Clock wiring as the flow saved it:
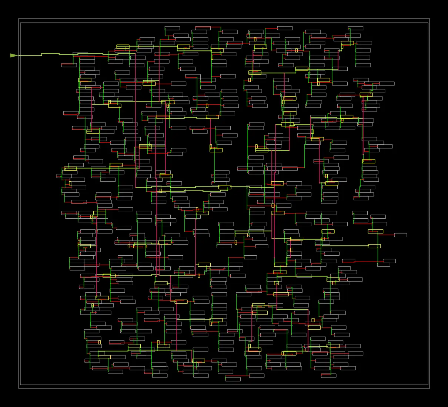
Routed clock nets over the placement:
The bar under the picture is 100 um long.
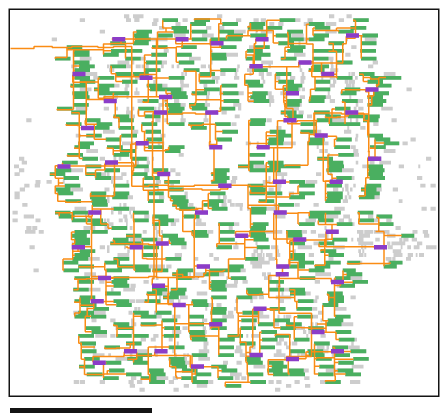
Where the registers sit:
Other sequential cells in the stronger gray, the rest of the logic in the fainter gray.
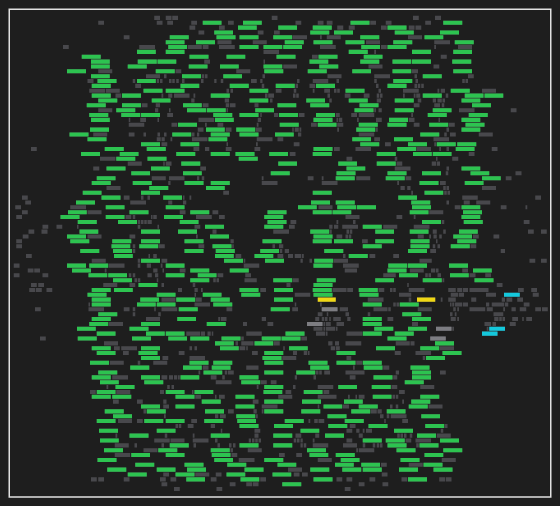
Placement by cell class:
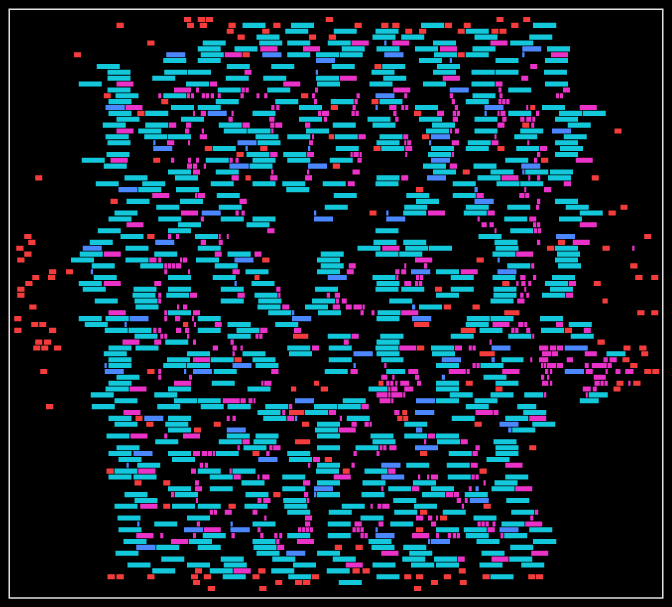
File: config.mk
export PLATFORM = sky130hd
export DESIGN_NAME = aes_output_buffer_flat
export DESIGN_NICKNAME = d
export VERILOG_FILES = /design/src/rtl/aes_pkg.sv /design/src/rtl/aes_output_buffer_if.sv /design/src/rtl/aes_buf_mem.sv /design/src/rtl/aes_output_buffer.sv /design/src/flat_wrapper.sv
export SDC_FILE = /design/constraint.sdc
export NUM_CORES = 1
export LEC_CHECK = 0
export CORE_ASPECT_RATIO = 0.9
export CORE_UTILIZATION = 25
export CTS_CLUSTER_DIAMETER = 80
export DETAILED_ROUTE_END_ITERATION = 8
export PLACE_DENSITY = 0.39
export SLEW_MARGIN = 20
export SYNTH_ARGS = -nofsm -noshare
export SYNTH_HDL_FRONTEND = slang
export SYNTH_SLANG_ARGS = --single-unit
File: constraint.sdc
create_clock -name clk -period 6.21 [get_ports clk]
set_input_delay 0.621 -clock clk [delete_from_list [all_inputs] [get_ports clk]]
set_output_delay 0.621 -clock clk [all_outputs]
set_load 0.01 [all_outputs]
File: src/rtl/aes_pkg.sv
// Shared AES datapath constants and types for the decryption pipeline and its output buffer.
package aes_pkg;

    localparam int unsigned AES_BLOCK_W = 128;
    localparam int unsigned AES_WORD_W  = 32;
    localparam int unsigned AES_WORDS   = 4;
    localparam int unsigned AES_WIDX_W  = $clog2(AES_WORDS);

    localparam logic [4:0] AES_DONE_STATE = 5'b11010;

    typedef logic [AES_BLOCK_W-1:0] aes_block_t;

endpackage

File: src/rtl/aes_output_buffer_if.sv
// Pipeline-facing and host-facing signals of the AES output buffer.
interface aes_output_buffer_if
    import aes_pkg::*;
#(
    parameter int unsigned DEPTH = 4
);
    localparam int unsigned PTR_W = $clog2(DEPTH);

    logic                  data_done;
    aes_block_t            data_output;
    logic                  is_full;
    logic                  flush;
    logic                  rd_req;
    logic [AES_WORD_W-1:0] rd_data;
    logic                  rd_empty;
    logic [PTR_W:0]        block_count;

    modport master (
        output data_done, data_output, flush, rd_req,
        input  is_full, rd_data, rd_empty, block_count
    );

    modport slave (
        input  data_done, data_output, flush, rd_req,
        output is_full, rd_data, rd_empty, block_count
    );

endinterface

File: src/rtl/aes_buf_mem.sv
// Block storage: DEPTH x 128-bit registers, synchronous write, combinational read.
module aes_buf_mem
    import aes_pkg::*;
#(
    parameter int unsigned DEPTH = 4,
    parameter int unsigned PTR_W = $clog2(DEPTH)
) (
    input  logic             clk_i,
    input  logic             we_i,
    input  logic [PTR_W-1:0] waddr_i,
    input  aes_block_t       wdata_i,
    input  logic [PTR_W-1:0] raddr_i,
    output aes_block_t       rdata_o
);

    aes_block_t mem_q [DEPTH];

    always_ff @(posedge clk_i) begin
        if (we_i) begin
            mem_q[waddr_i] <= wdata_i;
        end
    end

    assign rdata_o = mem_q[raddr_i];

endmodule

File: src/rtl/aes_output_buffer.sv
// Captures finished AES plaintext blocks into a FIFO and drains them to the host
// as 32-bit words, most significant word first.
module aes_output_buffer
    import aes_pkg::*;
#(
    parameter int unsigned DEPTH = 4,
    parameter int unsigned PTR_W = $clog2(DEPTH)
) (
    input logic                clk,
    input logic                n_rst,
    aes_output_buffer_if.slave bus
);

    localparam int unsigned CNT_W = PTR_W + 1;
    localparam logic [CNT_W-1:0]      FULL_CNT  = CNT_W'(DEPTH);
    localparam logic [AES_WIDX_W-1:0] LAST_WORD = AES_WIDX_W'(AES_WORDS - 1);

    logic [PTR_W-1:0]      wr_ptr_q, wr_ptr_d;
    logic [PTR_W-1:0]      rd_ptr_q, rd_ptr_d;
    logic [AES_WIDX_W-1:0] widx_q, widx_d;
    logic [CNT_W-1:0]      count_q, count_d;

    logic                  full, empty, push, pop, retire;
    aes_block_t            head;
    logic [AES_WORD_W-1:0] rd_word;

    // Full/empty come from the count register only, so is_full has no path from inputs.
    assign full   = (count_q == FULL_CNT);
    assign empty  = (count_q == '0);
    assign push   = bus.data_done && !full;
    assign pop    = bus.rd_req && !empty;
    assign retire = pop && (widx_q == LAST_WORD);

    always_comb begin
        wr_ptr_d = wr_ptr_q;
        rd_ptr_d = rd_ptr_q;
        widx_d   = widx_q;
        count_d  = count_q;
        if (bus.flush) begin
            wr_ptr_d = '0;
            rd_ptr_d = '0;
            widx_d   = '0;
            count_d  = '0;
        end else begin
            if (push) begin
                wr_ptr_d = wr_ptr_q + 1'b1;
            end
            if (pop) begin
                widx_d = widx_q + 1'b1;
                if (retire) begin
                    rd_ptr_d = rd_ptr_q + 1'b1;
                end
            end
            case ({push, retire})
                2'b10:   count_d = count_q + 1'b1;
                2'b01:   count_d = count_q - 1'b1;
                default: count_d = count_q;
            endcase
        end
    end

    always_ff @(posedge clk or negedge n_rst) begin
        if (!n_rst) begin
            wr_ptr_q <= '0;
            rd_ptr_q <= '0;
            widx_q   <= '0;
            count_q  <= '0;
        end else begin
            wr_ptr_q <= wr_ptr_d;
            rd_ptr_q <= rd_ptr_d;
            widx_q   <= widx_d;
            count_q  <= count_d;
        end
    end

    aes_buf_mem #(
        .DEPTH (DEPTH),
        .PTR_W (PTR_W)
    ) u_mem (
        .clk_i   (clk),
        .we_i    (push && !bus.flush),
        .waddr_i (wr_ptr_q),
        .wdata_i (bus.data_output),
        .raddr_i (rd_ptr_q),
        .rdata_o (head)
    );

    always_comb begin
        rd_word = '0;
        if (!empty) begin
            unique case (widx_q)
                2'd0:    rd_word = head[3*AES_WORD_W +: AES_WORD_W];
                2'd1:    rd_word = head[2*AES_WORD_W +: AES_WORD_W];
                2'd2:    rd_word = head[1*AES_WORD_W +: AES_WORD_W];
                default: rd_word = head[0 +: AES_WORD_W];
            endcase
        end
    end

    assign bus.is_full     = full;
    assign bus.rd_empty    = empty;
    assign bus.rd_data     = rd_word;
    assign bus.block_count = count_q;

    a_count_max: assert property (@(posedge clk) disable iff (!n_rst) count_q <= FULL_CNT);
    a_count_min: assert property (@(posedge clk) disable iff (!n_rst)
                                  (empty && !push) |-> !retire);

endmodule
File: src/flat_wrapper.sv
// flat-port wrapper written by rule: the top's interface ports become plain ports
module aes_output_buffer_flat import aes_pkg::*;
#(
    parameter int unsigned DEPTH = 4,
    parameter int unsigned PTR_W = $clog2(DEPTH)
)
  (clk, n_rst, bus_data_done, bus_data_output, bus_flush, bus_rd_req, bus_is_full, bus_rd_data, bus_rd_empty, bus_block_count);
  aes_output_buffer_if #(.DEPTH(DEPTH)) bus_i ();
  input logic clk;
  input logic n_rst;
  input wire logic [$bits(bus_i.data_done)-1:0] bus_data_done;
  input wire logic [$bits(bus_i.data_output)-1:0] bus_data_output;
  input wire logic [$bits(bus_i.flush)-1:0] bus_flush;
  input wire logic [$bits(bus_i.rd_req)-1:0] bus_rd_req;
  output wire logic [$bits(bus_i.is_full)-1:0] bus_is_full;
  output wire logic [$bits(bus_i.rd_data)-1:0] bus_rd_data;
  output wire logic [$bits(bus_i.rd_empty)-1:0] bus_rd_empty;
  output wire logic [$bits(bus_i.block_count)-1:0] bus_block_count;
  assign bus_i.data_done = bus_data_done;
  assign bus_i.data_output = bus_data_output;
  assign bus_i.flush = bus_flush;
  assign bus_i.rd_req = bus_rd_req;
  assign bus_is_full = bus_i.is_full;
  assign bus_rd_data = bus_i.rd_data;
  assign bus_rd_empty = bus_i.rd_empty;
  assign bus_block_count = bus_i.block_count;
  aes_output_buffer #(.DEPTH(DEPTH), .PTR_W(PTR_W)) u_core (.clk(clk), .n_rst(n_rst), .bus(bus_i));
endmodule
==> results.json <==
{
  "floorplan.nets": 1232,
  "pwr-share-comb_pct": 6.1,
  "use_met2_pct": 20.23,
  "crit_required_ns": 5.59,
  "seq_area_share_pct": 62.65,
  "crit_arrival_ns": 3.83,
  "cts_inserted_buffers": 58,
  "grt_pass1_vias": 10930,
  "vias": 10400,
  "flop_cell": "edfxtp_1",
  "design_power_total_mw": 7.608,
  "status": "finished clean",
  "top_area_cell": "edfxtp_1",
  "fp-row-count": 98,
  "worst_pin_slew_ns": 0.9924,
  "critPathLaunch": "u_core.rd_ptr_q[1]",
  "power-top-group": "sequential cells",
  "synth.most_common_cell": "edfxtp_1",
  "edf_count": 512,
  "comb_area_um2": 4210,
  "p_per_area_nw_per_um2": 305.4,
  "cts_root_buf": "clkbuf_16",
  "diodes": 4,
  "hold_viol_final": 0,
  "drt-met1-wl_mm": 24.36,
  "pwr-share-clk_pct": 41.4,
  "overflow": 0,
  "post-route-period-util_pct": 71.60,
  "drtPass1Iterations": 5,
  "mux_area_share_pct": 12.00,
  "common_cells": "edfxtp_1, mux2i_1, a21oi_1, mux4_2, o21ai_0",
  "synthCells": 1089,
  "cts.repair.resized": 0,
  "die_w_um": 302.4,
  "drcViolationCount": 0,
  "crit_fanout": 56,
  "ir_drop_mv": 0.1730,
  "fin_nets": 1415,
  "powerSeq_mw": 3.99,
  "fmax_mhz": 224.9,
  "buffers": 188,
  "num_io_pins": 170,
  "totalWireLength_mm": 52.82
}
## Picture notes: 'clock wiring as the flow saved it'
Clock Sinks: 521
Clock Skew: 0.01152 ns
layout clock buffer count: 71
registers: 521
Clock Power: 3.15 mW

## Picture notes: 'routed clock nets over the placement'
[orange] clock wires | length: 6800 um
[green] flip-flops | count: 521
[purple] clock-net drivers | count: 58
flops lie	all over the die

## Picture notes: 'where the registers sit'
color	netlist name	flops
green	u_core.u_mem.mem_q	512
yellow	u_core.rd_ptr_q	2
cyan	u_core.bus.block_count	3
not colored	4

## Picture notes: 'placement by cell class'
color	class	cells
blue	clock drivers and dummy loads	97
magenta	remaining logic cells	503
cyan	sequential cells	521
red	remaining buffers and delay cells	188

No activity file was given, so power comes from the tool's default toggle rates.
